==> config.mk <==
export PLATFORM = sky130hd
export DESIGN_NAME = ahb_lite_reg_slave_flat
export DESIGN_NICKNAME = d
export VERILOG_FILES = /design/src/rtl/ahb_lite_reg_slave_if.sv /design/src/rtl/ahb_lite_reg_slave.sv /design/src/flat_wrapper.sv
export SDC_FILE = /design/constraint.sdc
export NUM_CORES = 1
export LEC_CHECK = 0
export CORE_MARGIN = 5
export CORE_UTILIZATION = 50
export CTS_CLUSTER_SIZE = 25
export DETAILED_ROUTE_END_ITERATION = 10
export GPL_TIMING_DRIVEN = 0
export PLACE_DENSITY = 0.73
export SYNTH_ARGS = -nofsm -noshare
export SYNTH_HDL_FRONTEND = slang
export SYNTH_SLANG_ARGS = --single-unit
==> constraint.sdc <==
create_clock -name clk -period 15.85 [get_ports clk]
set_input_delay 2.3775 -clock clk [delete_from_list [all_inputs] [get_ports clk]]
set_output_delay 2.3775 -clock clk [all_outputs]
set_load 0.03 [all_outputs]
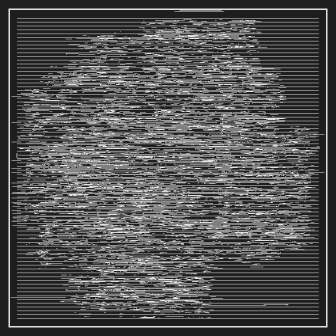
(images/layer_met1.png)
Supply wires on this layer in grey.
share of all routed wire	44%
main direction	horizontal
nets with wire on the layer	1667
longest straight run	71.8 um
wire length on this layer	25.6 mm
vias post-DR: 14.0k
Post-Route WL: 58.2 mm
GRT met1 Usage: 32.8%

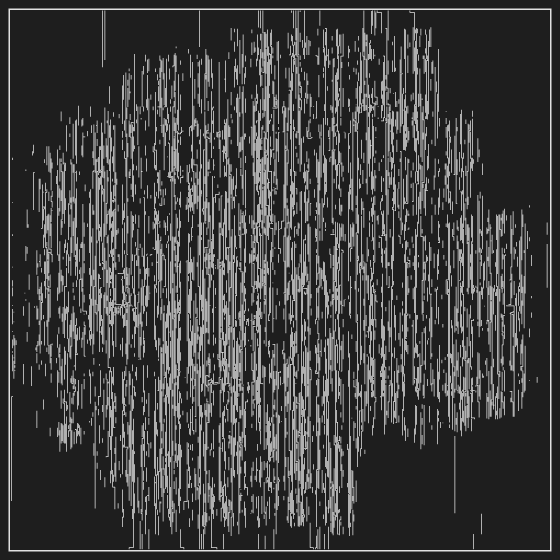
(images/layer_met2.png)
main direction	vertical
share of all routed wire	47%
met2 Track Usage GR: 36.9%

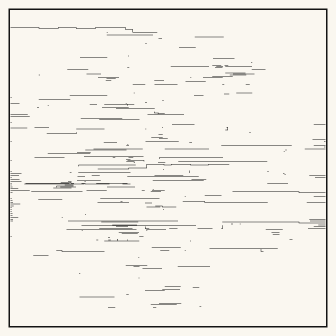
(images/layer_met3.png)
share of all routed wire	5.3%
longest straight run	81.9 um
wire length on this layer	3100 um
nets with wire on the layer	158
M3 GR Usage: 3.97%

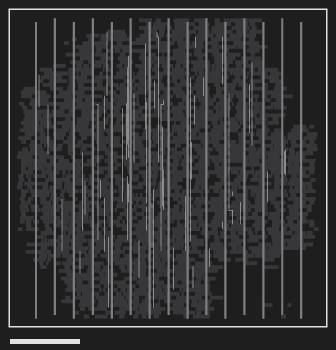
(images/layer_met4.png)
Bar = 50 um. Supply wires on this layer in grey. Cells faint in the background.
share of all routed wire	3.4%
main direction	vertical
longest straight run	117 um
nets with wire on the layer	31
wire length on this layer	1990 um

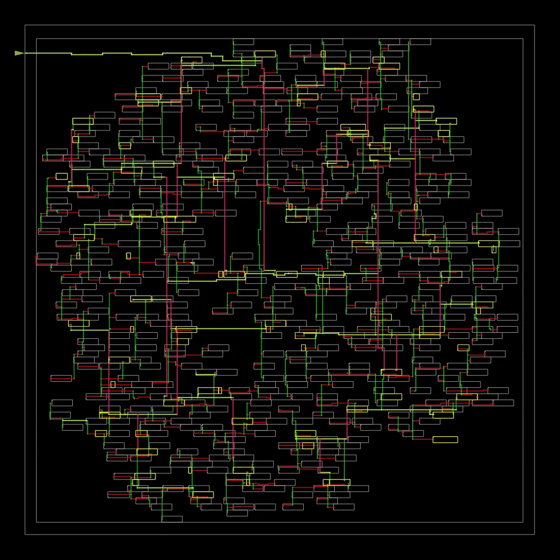
(images/clocks.png)
CTS buffer count: 51
clock buf count: 73
skew final: 0.0112 ns

==> flow_summary.yaml <==
# physical design summary
flow_run:
  warnings: 35
  max_cap_viol_count: 0
yosys:
  synth.logic.top_family: "multiplexers"
  synthDominantCellAreaShare_pct: 52.9
  seq_area_frac_synth_pct: 53.0
  async_reset_ff_share_pct: 100
  top_cells_by_area: "dfrtp_1, mux2_2, mux4_2"
  yosysWarnings: 0
  xor_area_share_pct: 0
  synthDistinctLibCells: 51
  ys.flops: 496
  yosysTopAreaCell: "dfrtp_1"
  edf_count: 0
  flop_cell: "dfrtp_1"
  syn_avg_cell_area_um2: 15.2
  aoi_share_pct: 4.05
  ys_sh_adder_pct: 0.321
  synth_area_um2: 23400
route:
  firstDrtPassIters: 5
  viasPerCell: 5.99
  drtAntennaViolNets: 0
  avgRoutedWirePerCell_um: 24.8
  drtIter0Drc: 852
  drc: 0
global_routing:
  grt_pass1_vias: 15055
  track_usage_pct: 23.2
  grt_max_degree: 46
  grt_pass1_wl_mm: 90.8
  grt-ovfl-total: 0
critical_path:
  end_kind: "output port"
  crit_type: "reg2out"
  reg2reg_slack_ns: 13.51
  crit_arrival_ns: 4.38
  crit_required_ns: 13.47
  startpoint_type: "register"
  path_max_fanout: 10
power_and_ir_drop:
  power_w: 0.00265
  max-vdd-ir-drop_mv: 0.0670
  leakage_nw: 11.5
  p_per_area_nw_per_um2: 97.9
clock_tree:
  cts_setup_buffers: 0
  clk_pin_slew_ns: 0.06
  clockRootBuffer: "clkbuf_16"
  worstSkewPairLatency_ns: 0.59
  cts_htree_levels: 2
  clock-sinks: 496
  cts.repair.resized: 0
  cts_buffer_depth: 3
final_timing:
  slew_violations: 0
  whs_ns: 0.482
  fin_crit_ns: 6.76
  hold_violations: 0
  period_used_pct: 42.7
  fmax_ghz: 0.148
  slew_headroom_pct: 37.0
  setup_viol: 0
  tightest_slew_ns: 0.945
  fin_tns_setup_ns: 0
floorplanning:
  num_rows: 79
  die_area_um2: 51300
  ioPinCount: 96
  fp_util_pct: 50.4
  core_um2: 46500
worst_hold_path:
  hold_path.class: "reg2reg"
placed_design:
  port_buffers: 90
  gp_congestion: 0.870
  place_area_um2: 25300
finish:
  diodes: 0
  syn_to_final_growth_pct: 15.6
  largest_register_ffs: 480
  fin_util_pct: 58.3
  final_area_um2: 27100
  drive_above_1_share_pct: 44.8
status:
  status: "finished, final reports clean"
==> cell type report <==
cell class	count	area, um^2
well taps	607	759
plain buffers	104	672
clock buffers	73	1520
flip-flops and latches	496	12400
inverters	32	124
repair buffers	103	1160
multi-input cells	909	10200
fillers	3642	19400
clock inverters	19	205
==> cells in the final DEF, fill, tap and decap left out, types with 8 or more instances in the layout <==
master / synthesis / routed
o221ai_1: 32 / 32
clkbuf_16: 0 / 53
dfrtp_1: 495 / 495
clkinv_2: 0 / 11
nor2_4: 24 / 24
nor2_1: 20 / 20
nor2_2: 8 / 8
mux2_1: 24 / 24
mux4_2: 86 / 86
buf_12: 1 / 14
buf_4: 15 / 15
mux2i_1: 40 / 40
inv_1: 32 / 31
nand3_4: 20 / 20
clkbuf_8: 0 / 12
o21ai_0: 35 / 35
a211oi_1: 8 / 8
a311oi_1: 8 / 8
buf_2: 10 / 10
mux2_2: 473 / 473
buf_6: 17 / 17
nor3_1: 9 / 9
clkdlybuf4s50_1: 0 / 90
nor2b_1: 10 / 10
nand2_1: 12 / 12
a22oi_1: 24 / 24
o21ai_1: 23 / 23
clkbuf_1: 52 / 60
==> cells in the mapped netlist, types with 2 or more instances <==
library cell and count:
nor2_4 24, buf_1 2, buf_2 10, a211oi_1 8, mux2_2 473, ha_1 6, nand3_2 4, nand3_4 20
dfrtp_1 495, buf_6 17, nand2b_1 2, buf_4 15, nand3_1 6, nor3_1 9, o211ai_1 3, and3_1 3
nand2_1 12, nor2b_1 10, nor2_2 8, nand2_2 4, inv_1 32, nor2_1 20, nor3b_2 2, a311oi_1 8
nor4_1 2, o21ai_1 23, mux4_1 2, mux2i_1 40, clkbuf_1 52, mux2_1 24, a31oi_1 2, o221ai_1 32
nand4_2 4, buf_8 6, mux4_2 86, o21ai_0 35, a22oi_1 24, nand3b_1 3
==> critical path: stages (launching register included) <==
cell and delay (ns):
dfrtp_1 0.40, inv_1 0.12, ha_1 0.17, nand3b_1 0.17, clkbuf_1 0.36, nor3_2 0.64, clkbuf_1 0.75, a22oi_1 0.18
o21ai_1 0.26, clkdlybuf4s50_1 0.76
==> report_power, final <==
group	internal, W	total, W	switching [W]	leakage [nW]
clock network	0.000730	0.00123	0.000498	0.849
logic	0.0000517	0.000112	0.0000600	4.23
registers	0.00130	0.00131	0.0000143	6.41
==> cells by family after synthesis <==
logic type / Yosys count
buffers and inverters: 136
multiplexers: 625
AND-OR/OR-AND: 139
AND/OR/NAND/NOR: 139
adder cells (fa/ha/maj): 6
flip-flops: 496
==> routing by layer <==
| metal | global-route usage, % | vias to the layer above | wire length, um |
|---|---|---|---|
| li1 | - | 6075 | - |
| met1 | 32.8 | 7454 | 25600 |
| met2 | 36.9 | 376 | 27500 |
| met3 | 3.97 | 115 | 3100 |
| met4 | 7.92 | 4 | 1990 |
| met5 | 0 | - | 15 |
==> metrics by stage <==
stage	worst slack [ns]	cells
5_1_grt	9.04	2343
2_1_floorplan	6.74	1541
3_3_place_gp	3.91	2238
3_5_place_dp	9.81	2251
4_1_cts	9.15	2343
6_report	9.09	2343
Power and IR drop assume default switching activity.
